### config.mk
export PLATFORM = sky130hd
export DESIGN_NAME = relu_activation_unit_flat
export DESIGN_NICKNAME = d
export VERILOG_FILES = /design/src/rtl/relu_activation_unit_if.sv /design/src/rtl/relu_activation_unit.sv /design/src/flat_wrapper.sv
export SDC_FILE = /design/constraint.sdc
export NUM_CORES = 1
export LEC_CHECK = 0
export CAP_MARGIN = 20
export CORE_MARGIN = 5
export CORE_UTILIZATION = 30
export CTS_BUF_LIST = sky130_fd_sc_hd__clkbuf_8
export CTS_CLUSTER_DIAMETER = 100
export DETAILED_ROUTE_END_ITERATION = 7
export GPL_ROUTABILITY_DRIVEN = 0
export PLACE_DENSITY_LB_ADDON = 0.2
export SYNTH_ARGS = -nofsm -noshare
export SYNTH_HDL_FRONTEND = slang
export SYNTH_SLANG_ARGS = --single-unit
export TNS_END_PERCENT = 10
### constraint.sdc
create_clock -name clk -period 1.6 [get_ports clk]
set_clock_uncertainty 0.15 [all_clocks]
set_input_delay 0.32 -clock clk [delete_from_list [all_inputs] [get_ports clk]]
set_output_delay 0.32 -clock clk [all_outputs]
set_load 0.03 [all_outputs]
### src/rtl/relu_activation_unit_if.sv
// Lane bundle between the requantizer and the activation stage.
// The master side drives the operands; the slave side returns registered results.
interface relu_activation_unit_if #(
    parameter int WIDTH = 8
);
    logic                    in_valid;
    logic [1:0]              mode;
    logic signed [WIDTH-1:0] q1;
    logic signed [WIDTH-1:0] q2;
    logic signed [WIDTH-1:0] q3;
    logic signed [WIDTH-1:0] q4;
    logic                    out_valid;
    logic signed [WIDTH-1:0] a1;
    logic signed [WIDTH-1:0] a2;
    logic signed [WIDTH-1:0] a3;
    logic signed [WIDTH-1:0] a4;

    modport master (
        output in_valid, mode, q1, q2, q3, q4,
        input  out_valid, a1, a2, a3, a4
    );

    modport slave (
        input  in_valid, mode, q1, q2, q3, q4,
        output out_valid, a1, a2, a3, a4
    );
endinterface

### src/rtl/relu_activation_unit.sv
// Four-lane int8 activation stage (ReLU / bypass / leaky ReLU), one-cycle registered latency.
// Results hold while in_valid is low; synchronous active-high reset clears everything.
module relu_activation_unit #(
    parameter int WIDTH = 8
) (
    input logic                   clk,
    input logic                   rst,
    relu_activation_unit_if.slave io
);
    localparam int LANES = 4;

    typedef enum logic [1:0] {
        MODE_RELU   = 2'b00,
        MODE_BYPASS = 2'b01,
        MODE_LEAKY  = 2'b10,
        MODE_RSVD   = 2'b11
    } act_mode_e;

    logic signed [WIDTH-1:0] q_lane [LANES];
    logic signed [WIDTH-1:0] a_d    [LANES];
    logic signed [WIDTH-1:0] a_q    [LANES];
    logic                    out_valid_d;
    logic                    out_valid_q;
    act_mode_e               mode_sel;

    assign q_lane[0] = io.q1;
    assign q_lane[1] = io.q2;
    assign q_lane[2] = io.q3;
    assign q_lane[3] = io.q4;
    assign mode_sel  = act_mode_e'(io.mode);

    // The reserved encoding falls through to ReLU; leaky uses an arithmetic
    // shift so negatives round toward minus infinity (-1 stays -1).
    function automatic logic signed [WIDTH-1:0] activate(
        input logic signed [WIDTH-1:0] x,
        input act_mode_e               m
    );
        logic signed [WIDTH-1:0] y;
        case (m)
            MODE_BYPASS: y = x;
            MODE_LEAKY:  y = x[WIDTH-1] ? (x >>> 3) : x;
            default:     y = x[WIDTH-1] ? '0 : x;
        endcase
        return y;
    endfunction

    always_comb begin
        // NOTE: every combinational output gets a default before any branch,
        // otherwise a missed path infers a latch.
        out_valid_d = io.in_valid;
        for (int i = 0; i < LANES; i++) begin
            a_d[i] = a_q[i];
            if (io.in_valid) begin
                a_d[i] = activate(q_lane[i], mode_sel);
            end
        end
    end

    always_ff @(posedge clk) begin
        // NOTE: state updates use non-blocking assignments so every register
        // samples the pre-edge value regardless of statement order.
        if (rst) begin
            out_valid_q <= 1'b0;
            for (int i = 0; i < LANES; i++) begin
                a_q[i] <= '0;
            end
        end else begin
            out_valid_q <= out_valid_d;
            for (int i = 0; i < LANES; i++) begin
                a_q[i] <= a_d[i];
            end
        end
    end

    assign io.out_valid = out_valid_q;
    assign io.a1        = a_q[0];
    assign io.a2        = a_q[1];
    assign io.a3        = a_q[2];
    assign io.a4        = a_q[3];
endmodule

### src/flat_wrapper.sv
// flat-port wrapper written by rule: the top's interface ports become plain ports
module relu_activation_unit_flat 
#(
    parameter int WIDTH = 8
)
  (clk, rst, io_in_valid, io_mode, io_q1, io_q2, io_q3, io_q4, io_out_valid, io_a1, io_a2, io_a3, io_a4);
  relu_activation_unit_if #(.WIDTH(WIDTH)) io_i ();
  input logic clk;
  input logic rst;
  input wire logic [$bits(io_i.in_valid)-1:0] io_in_valid;
  input wire logic [$bits(io_i.mode)-1:0] io_mode;
  input wire logic [$bits(io_i.q1)-1:0] io_q1;
  input wire logic [$bits(io_i.q2)-1:0] io_q2;
  input wire logic [$bits(io_i.q3)-1:0] io_q3;
  input wire logic [$bits(io_i.q4)-1:0] io_q4;
  output wire logic [$bits(io_i.out_valid)-1:0] io_out_valid;
  output wire logic [$bits(io_i.a1)-1:0] io_a1;
  output wire logic [$bits(io_i.a2)-1:0] io_a2;
  output wire logic [$bits(io_i.a3)-1:0] io_a3;
  output wire logic [$bits(io_i.a4)-1:0] io_a4;
  assign io_i.in_valid = io_in_valid;
  assign io_i.mode = io_mode;
  assign io_i.q1 = io_q1;
  assign io_i.q2 = io_q2;
  assign io_i.q3 = io_q3;
  assign io_i.q4 = io_q4;
  assign io_out_valid = io_i.out_valid;
  assign io_a1 = io_i.a1;
  assign io_a2 = io_i.a2;
  assign io_a3 = io_i.a3;
  assign io_a4 = io_i.a4;
  relu_activation_unit #(.WIDTH(WIDTH)) u_core (.clk(clk), .rst(rst), .io(io_i));
endmodule
==> images/layer_met2.png <==
Drawn at 4 px/µm.
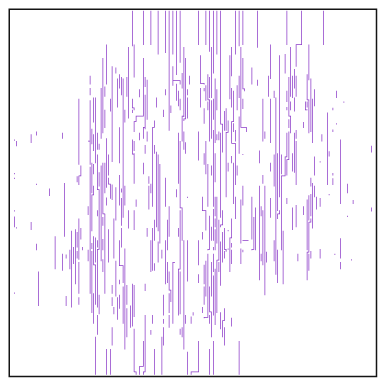
share of all routed wire = 48%
longest straight run = 44.2 µm
main direction = vertical
nets with wire on the layer = 292
wire length on this layer = 2900 µm
global-route met2 utilization: 24.11%
total number of vias: 1919

==> images/clk_routes.png <==
Drawn at 3 px/µm.
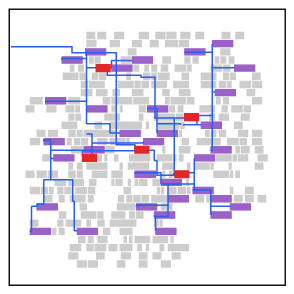
flip-flops -> purple  # count 33
clock drivers -> red  # count 5
clock wires -> blue  # length 545 µm
routed clock nets = 6

==> images/placement_by_type.png <==
Drawn at 3 px/µm.
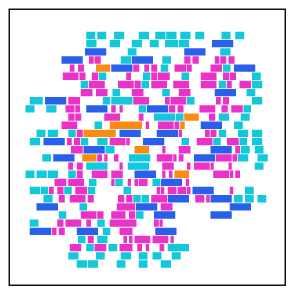
clock drivers and dummy loads -> orange  # cells 8, share of their area 4.4%
remaining buffers and delay cells -> cyan  # cells 112, share of their area 34%
sequential cells -> blue  # cells 33, share of their area 22%
combinational and other logic -> magenta  # cells 149, share of their area 40%

==> images/io_fan.png <==
Drawn at 4 px/µm.
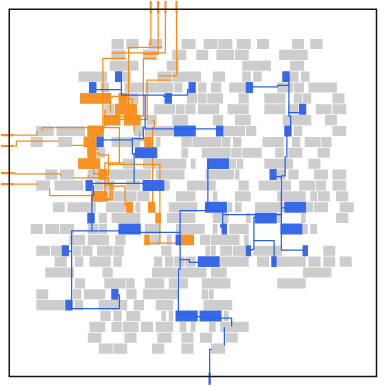
rst -> blue  # direction input, edge south, end cells 33, buffers 2, wire 368 µm
io_q1 -> orange  # direction input, edge 4 west, 4 north, end cells 18, buffers 15, wire 431 µm

[cell usage after synthesis]
library cell / n
inv_2: 1
ha_1: 3
buf_4: 1
nor2b_1: 18
mux2_2: 12
clkbuf_1: 3
buf_2: 11
nor3_1: 16
nand2_1: 20
buf_6: 4
a221oi_2: 26
buf_1: 1
nand2b_1: 1
o31a_4: 1
a221oi_1: 2
a21oi_1: 12
clkbuf_4: 1
or2_1: 1
dfxtp_1: 33
mux2_1: 4
inv_1: 2
nand2_2: 1
o22ai_1: 16
nand2_4: 4
a32oi_1: 4
nor2_1: 5
[layout make-up]
type,instances,area (µm²),area share [%]
sequential,33,660.6,20.88
tap,77,96.34,3.045
clock buffer,5,68.82,2.175
multi-input combinational,146,1215,38.39
clock inverter,3,65.06,2.056
inverter,3,11.26,0.3559
timing repair buffer,112,1047,33.10
==> deck_impl_summary.md <==
Physical Implementation Snapshot

Power and ir drop
  • Seq power: 907 µW
  • Switching pwr: around 770 µW
  • Combinational cell power: between 700 and 800 µW
  • Clock network fraction of total power: 36.5%
  • Int Power: 1.859 mW
  • Combinational share of power: 28.9%
  • Top power group: the clock network

Global route
  • Met1 usage: 17.64%
  • Antenna violations before repair: 0
  • Routing usage on met3: 5.372%
  • Vias in the first global route: 1974
  • Largest net degree at the start of global routing: 34
  • GRT Max-Usage Layer: met2
  • GR Util All Layers: 14.50%
  • Global-route wire length before repair: 9873 µm
  • Grt ovf: 0

Detailed routing
  • Avg WL per Cell: between 15 and 20 µm
  • DR pass1 iterations: 4
  • Met1 WL: 2647 µm
  • Post-DR vias/cell: 5.063
  • Drt total wl: 6003 µm

Final layout
  • Most flop-heavy register: u_core.a_q
  • Utilization after layout: 49.55%
  • Most frequent cells in the layout: buf_4, dlygate4sd2_1, dfxtp_1, clkdlybuf4s50_1, a221oi_2
  • Post-route cell area: 0.003164 mm²
  • Diode count: 0
  • Share of cells above drive strength 1: about a third
  • Commonest Layout Cell: buf_4
  • Max reg flops: 32
  • Fill count: 601

Critical path
  • CP peak stage delay: 410 ps
  • Worst-path maximum fanout: 3
  • Slowest stage cell, crit path: dlygate4sd2_1
  • Worst Setup Start Kind: flop
  • Reg-to-Reg End: u_core.a_q[3][4]$_SDFFE_PP0P_
  • CP required: 1130 ps
  • Top delay family on crit path: buffers and inverters
  • Critical Path End: io_a2[4]
  • Worst Reg2Reg Path Length in Cells: 2
  • FF-to-FF setup slack: 600 ps
  • Worst setup EP type: primary output
  • Reg-to-reg startpoint: u_core.a_q[3][4]$_SDFFE_PP0P_

Placed design
  • Port Buffer Count: 69
  • DP HPWL: ~4500 µm
  • Placement Setup Slack: -437.8 ps

Outcome
  • Outcome: completed

Timing
  • Unrepaired setup endpoints after global routing: false
  • Worst-Margin Slew: roughly 350 ps
  • Final hold violations: 0
  • Slack of the critical path: 56.01 ps
  • Slew margin rel.: 76.59%
  • Setup TNS: 0 ps
  • Final setup violation count: 0
  • Min cycle time layout: between 1500 and 2000 ps

Clock tree
  • Cts bufs inserted: 5
  • Late-Pin Clk Latency: 290 ps
  • H-Tree Depth: 2
  • Worst-path clk slew: roughly 70 ps
  • Post-cts gate resize count: 36
  • CTS Root Cell: clkbuf_8
  • CTS tree: yes

Synth
  • Yosys Chip Area: around 0.002 mm²
  • Synth Area in Simple Gates: 17.60%
  • Post-synth regs: 33
  • XORs/XNORs by Area: 0%
  • Post-Syn Nets: 243
  • Yosys cell count: between 200 and 250
  • Leading area contributor after synthesis: dfxtp_1
  • Top cells by area: dfxtp_1, a221oi_2, mux2_2
  • Aoi share: 31.18%
  • Mean post-synth cell area: 9.806 µm²
  • Seq/Total Area, Yosys: 33.19%
  • Top logic family: AND-OR/OR-AND gates
  • Unique masters post-synth: 26
  • Area leader share: 33.19%

Hold path
  • Hold Crit Start: u_core.a_q[2][6]$_SDFFE_PP0P_
  • Worst hold path type: flop to flop
  • Hold Path Stages: 2

Floorplanning
  • Horiz. Die Dim: 91.46 µm
  • Die height: 91.46 µm
  • Core Region: 0.006386 mm²
  • # rows: 29
  • Initial Util: 31.17%
  • Chip area: 0.008365 mm²

Flow run
  • MaxCap Viol Count: 0
Power figures rest on the tool's default switching activity, not on a simulated workload.
